### Metal layers overlaid

Drawn at 1 px/um. Two of the layers only.
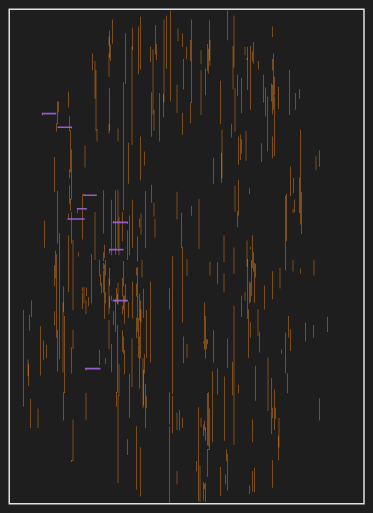
### Signal wires on met2

Drawn at 1 px/um.
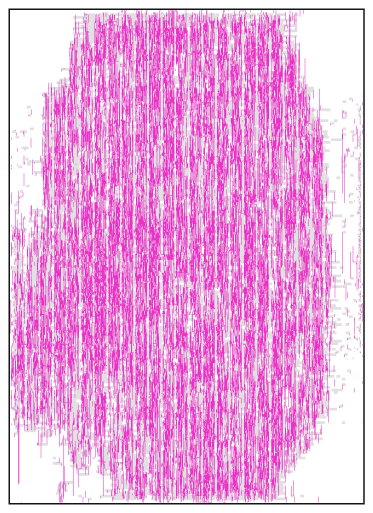
### Nets reached from selected ports

Drawn at 1 px/um.
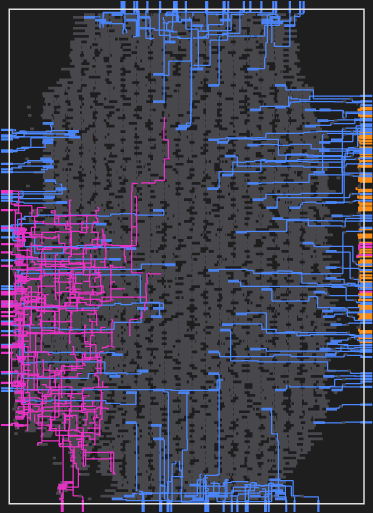
### Layout detail

Window x 255 to 275, y 360 to 380 um. Cells in grey, sequential cells in the stronger grey; small squares are vias.
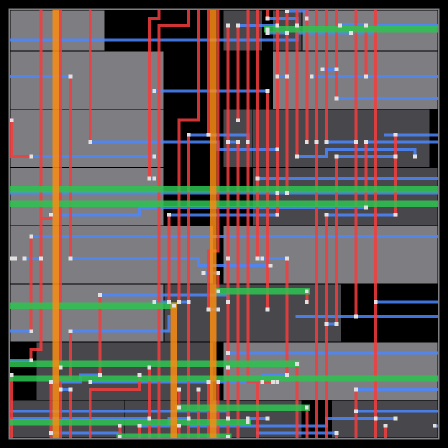
### Clock routing

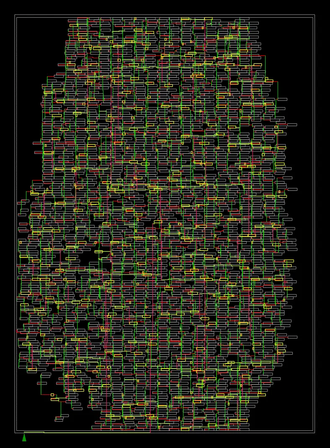
--- config.mk ---
export PLATFORM = sky130hd
export DESIGN_NAME = ysyx_22041412_icache
export DESIGN_NICKNAME = d
export VERILOG_FILES = /design/src/rtl/ysyx_22041412_cache_pkg.sv /design/src/rtl/ysyx_22041412_icache_array.sv /design/src/rtl/ysyx_22041412_icache.sv
export SDC_FILE = /design/constraint.sdc
export NUM_CORES = 2
export LEC_CHECK = 0
export CORE_ASPECT_RATIO = 1.4
export CORE_MARGIN = 2
export CORE_UTILIZATION = 60
export DETAILED_ROUTE_END_ITERATION = 10
export GPL_ROUTABILITY_DRIVEN = 0
export GPL_TIMING_DRIVEN = 1
export PLACE_DENSITY = 0.84
export RECOVER_POWER = 25
export SLEW_MARGIN = 25
export SYNTH_ARGS = -nofsm -noshare
export SYNTH_HDL_FRONTEND = slang
export SYNTH_SLANG_ARGS = --single-unit
--- constraint.sdc ---
create_clock -name clk -period 33.6 [get_ports clk]
set_input_delay 6.72 -clock clk [delete_from_list [all_inputs] [get_ports clk]]
set_output_delay 6.72 -clock clk [all_outputs]
set_load 0.005 [all_outputs]
--- src/rtl/ysyx_22041412_cache_pkg.sv ---
// Shared line geometry and FSM state encoding for the ysyx_22041412 instruction cache.
package ysyx_22041412_cache_pkg;

    localparam int LINE_BYTES = 16;
    localparam int OFFSET_W   = 4;
    localparam int LINE_W     = LINE_BYTES * 8;

    typedef enum logic [2:0] {
        IDLE,
        LOOKUP,
        REFILL_AR,
        REFILL_R,
        RESP
    } state_e;

endpackage

--- src/rtl/ysyx_22041412_icache_array.sv ---
// Direct-mapped valid/tag/data storage with one shared read/write index.
module ysyx_22041412_icache_array
    import ysyx_22041412_cache_pkg::*;
#(
    parameter int LINES = 16,
    parameter int IDX_W = $clog2(LINES),
    parameter int TAG_W = 32 - OFFSET_W - IDX_W
) (
    input  logic              clk,
    input  logic              rst,
    input  logic              inv_all,
    input  logic [IDX_W-1:0]  idx,
    input  logic              we,
    input  logic [TAG_W-1:0]  wtag,
    input  logic [LINE_W-1:0] wdata,
    output logic              rd_valid,
    output logic [TAG_W-1:0]  rd_tag,
    output logic [LINE_W-1:0] rd_data
);

    logic [LINES-1:0]  valid;
    logic [TAG_W-1:0]  tags [LINES];
    logic [LINE_W-1:0] lines [LINES];

    // Only the valid bits are reset; tag and data contents are don't-care until validated.
    always_ff @(posedge clk or negedge rst) begin
        if (!rst) begin
            valid <= '0;
        end else if (inv_all) begin
            valid <= '0;
        end else if (we) begin
            valid[idx] <= 1'b1;
        end
    end

    always_ff @(posedge clk) begin
        if (we) begin
            tags[idx]  <= wtag;
            lines[idx] <= wdata;
        end
    end

    assign rd_valid = valid[idx];
    assign rd_tag   = tags[idx];
    assign rd_data  = lines[idx];

endmodule

--- src/rtl/ysyx_22041412_icache.sv ---
// Blocking direct-mapped I-cache returning whole 128-bit lines, refilled as 64-bit beats.
// Define YSYX_22041412_ICACHE_PERF_EN to build the 64-bit hit/miss counters.
module ysyx_22041412_icache
    import ysyx_22041412_cache_pkg::*;
#(
    parameter int LINES     = 16,
    parameter int MEM_BEATS = 2
) (
    input  logic              clk,
    input  logic              rst,
    input  logic              valid_i,
    input  logic [31:0]       r_addr_i,
    output logic              ready_o,
    output logic [LINE_W-1:0] r_data_o,
    input  logic              fence_i,
    output logic              mem_ar_valid_o,
    input  logic              mem_ar_ready_i,
    output logic [31:0]       mem_ar_addr_o,
    input  logic              mem_r_valid_i,
    input  logic [63:0]       mem_r_data_i,
    output logic [63:0]       hit_cnt_o,
    output logic [63:0]       miss_cnt_o
);

    localparam int IDX_W  = $clog2(LINES);
    localparam int TAG_W  = 32 - OFFSET_W - IDX_W;
    localparam int BEAT_W = $clog2(MEM_BEATS);

    state_e               state_q, state_d;
    logic [31:OFFSET_W]   addr_q;
    logic [BEAT_W-1:0]    beat_q;
    logic                 fence_pend;
    logic [63:0]          line_lo;
    logic [LINE_W-1:0]    resp_q;

    logic                 fence_clr, refill_we, accept, hit, last_beat;
    logic                 rd_valid;
    logic [TAG_W-1:0]     rd_tag;
    logic [LINE_W-1:0]    rd_data;
    logic [IDX_W-1:0]     idx;
    logic [TAG_W-1:0]     tag;
    logic                 unused_offset;

    assign unused_offset = ^r_addr_i[OFFSET_W-1:0];
    assign idx       = addr_q[OFFSET_W+IDX_W-1:OFFSET_W];
    assign tag       = addr_q[31:OFFSET_W+IDX_W];
    assign hit       = rd_valid && (rd_tag == tag);
    assign last_beat = (beat_q == BEAT_W'(MEM_BEATS - 1));

    ysyx_22041412_icache_array #(.LINES(LINES)) u_array (
        .clk      (clk),
        .rst      (rst),
        .inv_all  (fence_clr),
        .idx      (idx),
        .we       (refill_we),
        .wtag     (tag),
        .wdata    ({mem_r_data_i, line_lo}),
        .rd_valid (rd_valid),
        .rd_tag   (rd_tag),
        .rd_data  (rd_data)
    );

    always_ff @(posedge clk or negedge rst) begin
        if (!rst) state_q <= IDLE;
        else      state_q <= state_d;
    end

    // A pending or fresh fence is applied in IDLE before any new request is taken.
    always_comb begin
        state_d        = state_q;
        fence_clr      = 1'b0;
        refill_we      = 1'b0;
        accept         = 1'b0;
        ready_o        = 1'b0;
        mem_ar_valid_o = 1'b0;
        case (state_q)
            IDLE: begin
                if (fence_i || fence_pend) begin
                    fence_clr = 1'b1;
                end else if (valid_i) begin
                    accept  = 1'b1;
                    state_d = LOOKUP;
                end
            end
            LOOKUP:    state_d = hit ? RESP : REFILL_AR;
            REFILL_AR: begin
                mem_ar_valid_o = 1'b1;
                if (mem_ar_ready_i) state_d = REFILL_R;
            end
            REFILL_R: begin
                if (mem_r_valid_i && last_beat) begin
                    refill_we = 1'b1;
                    state_d   = RESP;
                end
            end
            RESP: begin
                ready_o = 1'b1;
                state_d = IDLE;
            end
            default: state_d = IDLE;
        endcase
    end

    always_ff @(posedge clk or negedge rst) begin
        if (!rst) begin
            addr_q     <= '0;
            beat_q     <= '0;
            fence_pend <= 1'b0;
        end else begin
            if (accept) addr_q <= r_addr_i[31:OFFSET_W];
            if (state_q == REFILL_R && mem_r_valid_i)
                beat_q <= last_beat ? '0 : beat_q + BEAT_W'(1);
            if (fence_clr)    fence_pend <= 1'b0;
            else if (fence_i) fence_pend <= 1'b1;
        end
    end

    always_ff @(posedge clk) begin
        if (state_q == REFILL_R && mem_r_valid_i && beat_q == '0) line_lo <= mem_r_data_i;
        if (state_q == LOOKUP && hit) resp_q <= rd_data;
        else if (refill_we)           resp_q <= {mem_r_data_i, line_lo};
    end

    assign r_data_o      = resp_q;
    assign mem_ar_addr_o = {addr_q, {OFFSET_W{1'b0}}};

`ifdef YSYX_22041412_ICACHE_PERF_EN
    logic [63:0] hit_cnt, miss_cnt;

    always_ff @(posedge clk or negedge rst) begin
        if (!rst) begin
            hit_cnt  <= '0;
            miss_cnt <= '0;
        end else if (state_q == LOOKUP) begin
            if (hit) hit_cnt  <= hit_cnt + 64'd1;
            else     miss_cnt <= miss_cnt + 64'd1;
        end
    end

    assign hit_cnt_o  = hit_cnt;
    assign miss_cnt_o = miss_cnt;
`else
    assign hit_cnt_o  = '0;
    assign miss_cnt_o = '0;
`endif

endmodule

==> summary.txt <==
Results of an implementation run.

STA lists the startpoint of the worst register-to-register path as addr_q[5]. The share of final layout cell area taken by non-clock buffers is 0.0303. The post-place instance area is 107000 um2. The run finished with clean final reports.

The commonest cells after synthesis are sky130_fd_sc_hd__edfxtp_1 (2624), sky130_fd_sc_hd__mux4_2 (723), sky130_fd_sc_hd__nand2_1 (410). The critical hold path startpoint is u_array.valid[13]. In the synthesized netlist, the dominant kind of combinational cell is multiplexers. The most common flop cell mapped by yosys is sky130_fd_sc_hd__edfxtp_1. The group with the largest share of power is registers.

For this run, the post-layout net count is 4935. The relative contribution of sequential cells to total power is 0.458. Counting flops and latches in the post-synthesis netlist gives 2673.

The x dimension of the die is 353 um. Across the VDD grid, the largest voltage drop is 0.000132 V. The post-detailed-placement half-perimeter wirelength is 120000 um. STA classifies the critical path endpoint as a flip-flop. The largest net degree at the start of global routing is 163. Counting the warning lines in the Yosys log gives 0. The relative contribution of the clock network to total power is 0.296. The clock-pin transition on the worst setup and hold timing paths is 0.07 ns.

Of the total synthesized cell area, the portion taken by AND, OR, NAND and NOR gates is 0.0193. The number of remaining DRC errors is 0. Of the post-synthesis cell area, the dominant cell type holds 0.769. The source of the critical timing path is mem_r_valid_i. The compound-gate portion of the synthesized area is 0.00611. Setup repair after global routing left no endpoint under its margin.

In the global route stage, overall resource usage came out at 0.310. After global routing the overflow that remains totals 0. The gate count after technology mapping is 4480. Walking the worst path, the cells encountered are clkdlybuf4s50_1 -> and4b_1 -> and2_4 -> nand2_1 -> nor2_4 -> buf_4 -> buf_4. The relative slew slack is 0.156. Counting cells, the worst reg-to-reg path comes to 13.

The slack of the critical path is 22.64 ns. The detailed router reports a met2 wire length of 135000 um. The endpoint of the most critical register-to-register path is r_data_o[106].

The net switching share of the total power is 0.286. The timing report shows the most common cell along the critical path to be sky130_fd_sc_hd__buf_4. For the pin with the worst max-slew slack, the measured transition is 1.27 ns. The top routing layer in use is met5. After the first detailed-routing iteration, the DRC count stood at 8584. The cell type taking the most area is sequential cells. Global routing put the most usage on met2.

The register with the most flip-flops in the layout has 2048 of them. Across all register-to-register paths, the minimum setup slack is 25.71 ns. The first TritonRoute pass finished after 6 iterations. The combinational gate area is 21000 um2. The number of sinks on the clock net is 2673.

The overall power is 9.06 mW. The met2 capacity usage during global routing is 0.513. Together, buffers and inverters on the worst path number 3.

The number of standard cells in the layout, taps in and fillers out is 7294. In the final layout, excluding clock buffers the buffer count is 347. The delay of the slowest cell on the worst path is 0.91 ns. The sequential share of cell area is 0.697.

Input and output buffers added on the ports amount to 255. Non-clock inverters in the final layout number 13. Counting pins that exceed their max-slew limit in the final report gives 0. The adder and majority cell fraction of the synthesized area is 0.

The synthesized design contains 2624 enable-type register cells. The number of global-route vias before repair is 53100. For the final routed database, the setup TNS stands at 0 ns.

The post-synthesis cell type with the largest instance count is sky130_fd_sc_hd__edfxtp_1. The main area contributors are sky130_fd_sc_hd__edfxtp_1 (77%), sky130_fd_sc_hd__mux4_2 (16%), sky130_fd_sc_hd__nand2_1 (1.5%). The synth_stat.txt file lists the number of cells as 4480.

The share of flip-flops with an asynchronous set or reset after synthesis is 0.0183. In this run the static leakage power is 36.1 nW. The gate family responsible for the most delay along the worst path is buffers and inverters. The highest achievable clock rate is 91.2 MHz. The core utilization of the finished layout is 0.676. Across all stage logs, warnings added up to 72.

The number of buffers inserted to repair setup after CTS is 0. The final worst hold slack is 0.515 ns. Counting along the longest clock path gives a buffer depth of 3. The final-layout clock-cell area share is 0.0644. The count of fill cells added during filler insertion is 9494. Per the STA report, the cell with the highest stage delay on the worst path is sky130_fd_sc_hd__buf_4.

The layout report gives the multi-input gate share of total cell area as 0.183. The H-tree depth reported by CTS is 4. Looking at area per cell type in the netlist, the leader is sky130_fd_sc_hd__edfxtp_1. After detailed routing, the met3 layer carries 31200 um of wire. For the sequential group, total power comes out at 4.15 mW. The number of inserted diodes is 10.

The number of ports placed on the die boundary is 392. Among logic cells in the layout, the one with the most instances is sky130_fd_sc_hd__edfxtp_1. Looking at the critical path, the highest net fanout was 46. The met3 demand-to-capacity share in global routing is 0.0639. Summing all non-filler instances in the final layout gives an area of 115000 um2.
## Picture notes: 'Metal layers overlaid'
layer	colour	wire length
metal 4	orange	9920 um
metal 5	purple	116 um
via count: 51700
routed length per instance: 36.7 um

## Picture notes: 'Signal wires on met2'
main direction	vertical
wire length on this layer	135 mm
nets with wire on the layer	4698
longest straight run	117 um
share of all routed wire	51%

## Picture notes: 'Nets reached from selected ports'
port	colour	direction	edge	end cells	buffers	wire
mem_ar_addr_o	magenta	output	25 left, 4 right, 3 bottom	32	30	7470 um
miss_cnt_o	orange	output	right	64	0	206 um
r_data_o	blue	output	55 right, 27 left, 24 top, 22 bottom	128	128	11100 um

## Picture notes: 'Layout detail'
layer	colour
metal 3	green
metal 1	blue
metal 4	orange
metal 2	red
sequential cells in the window	9
netlist names of flops here include	u_array.lines (9)
most frequent	edfxtp_1 (9), mux4_2 (5), nand2_1 (2)
cells with their middle in the window	19

## Picture notes: 'Clock routing'
Clock buffer cells: 271
Latency at later pin: 0.89 ns
total CTS buffers: 222
Fin Clk Skew: 0.0466 ns
clock distribution power: 2.68 mW

Power and IR drop assume default switching activity.
